==> config.mk <==
export PLATFORM = sky130hd
export DESIGN_NAME = adder_arbiter
export DESIGN_NICKNAME = d
export VERILOG_FILES = /design/src/rtl/adder_arbiter.sv
export SDC_FILE = /design/constraint.sdc
export NUM_CORES = 1
export LEC_CHECK = 0
export ABC_AREA = 1
export CORE_MARGIN = 5
export CORE_UTILIZATION = 41
export CTS_BUF_LIST = sky130_fd_sc_hd__clkbuf_8
export CTS_CLUSTER_DIAMETER = 100
export DETAILED_ROUTE_END_ITERATION = 6
export GPL_TIMING_DRIVEN = 1
export PLACE_DENSITY = 0.89
export SLEW_MARGIN = 5
export SYNTH_ARGS = -nofsm -noshare
export SYNTH_HDL_FRONTEND = slang
export SYNTH_SLANG_ARGS = --single-unit
export TNS_END_PERCENT = 30
==> constraint.sdc <==
create_clock -name clk -period 5.35 [get_ports clk]
set_input_delay 1.07 -clock clk [delete_from_list [all_inputs] [get_ports clk]]
set_output_delay 1.07 -clock clk [all_outputs]
set_load 0.005 [all_outputs]
### Gate-type map

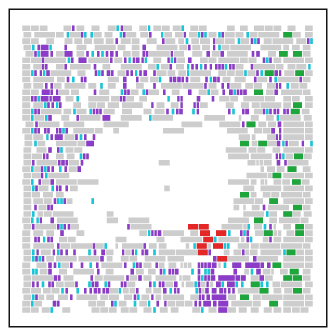
Purple shows NAND gates, cells 352, where all over the die. Green shows multiplexers, cells 33, where a vertical strip on the right. Red shows adder and majority cells, cells 9. Cyan shows inverters, cells 146, where all over the die.
Top cell excl fill/tap: clkdlybuf4s50_1
non-filler instance count after layout: 1278

### Metal 2

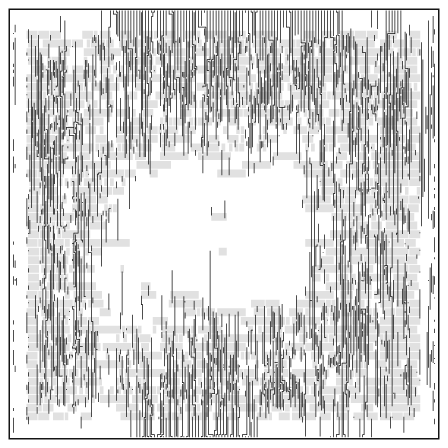
The wires run mostly vertical. The layer holds 51% of the routed length.
total number of vias: 6245
total wire length: 21200 µm
GR Util met2: 41.2%

### The metal 3 layer

The bar under the picture is 50 µm long.
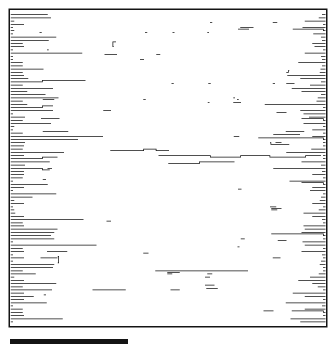
The wires run mostly horizontal. The layer holds 8.8% of the routed length. 232 nets have wire on it. The layer carries 1870 µm of wire. The longest straight run is 39.1 µm.
grt met3 use: 6.94%

### Sequential cells coloured by netlist name

Other sequential cells in the stronger grey, the rest of the logic in the fainter grey.
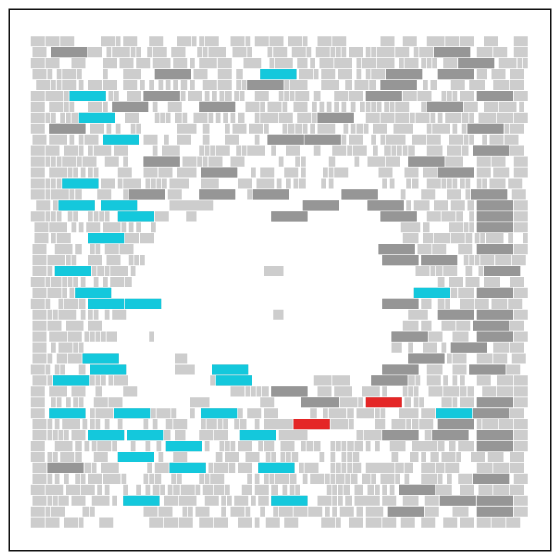
Red shows resp_id, flops 2. Cyan shows add_b, flops 32.
final design utilization: 65.2%
register area: 0.00258 mm²
total sequential power: 1450 µW

==> impl_metrics.py <==
# Flow results
metrics = {
    "outcome": {
        "status": "finished clean",
    },
    "global_route": {
        "busiest_layer": "met2",
        "grt.overflow.total": 0,
        "grt_max_degree": 73,
        "grt_pass1_wl_um": 32400,
    },
    "synth": {
        "top_area_cell": "dfrtp_1",
        "avgSynthCellArea_um2": 8.17,
        "yosys-stat-cells": 775,
        "synth_seq_share_pct": 40.7,
        "synth.distinct_cells": 32,
        "ys_area_mm2": 0.00633,
        "synth_top_area_share_pct": 40.3,
    },
    "placed_design": {
        "gp_congestion": 0.872,
    },
    "routing": {
        "antenna_left": 0,
        "drt-initial-drc-count": 340,
        "highest_layer": "met4",
    },
    "die": {
        "rows": 45,
    },
    "timing": {
        "drv_slew": 0,
        "fin_ws_ns": 0.618,
        "finalSetupViolations": 0,
        "hold_slack_ns": 0.506,
        "rsz0062_at_grt": "no",
        "slew_headroom_pct": 41.9,
    },
    "power": {
        "powerComb_uw": 4750,
        "p_clk_uw": 502,
        "power.switching_uw": 3280,
    },
    "setup_path": {
        "crit_slowest_cell": "dfstp_2",
        "critical_path_required_ns": 4.28,
    },
    "job": {
        "tool_warnings": 32,
    },
    "clocking": {
        "cts_made_buffers": 9,
    },
    "finish": {
        "clock_buffers": 11,
    },
}
Power and IR drop assume default switching activity.
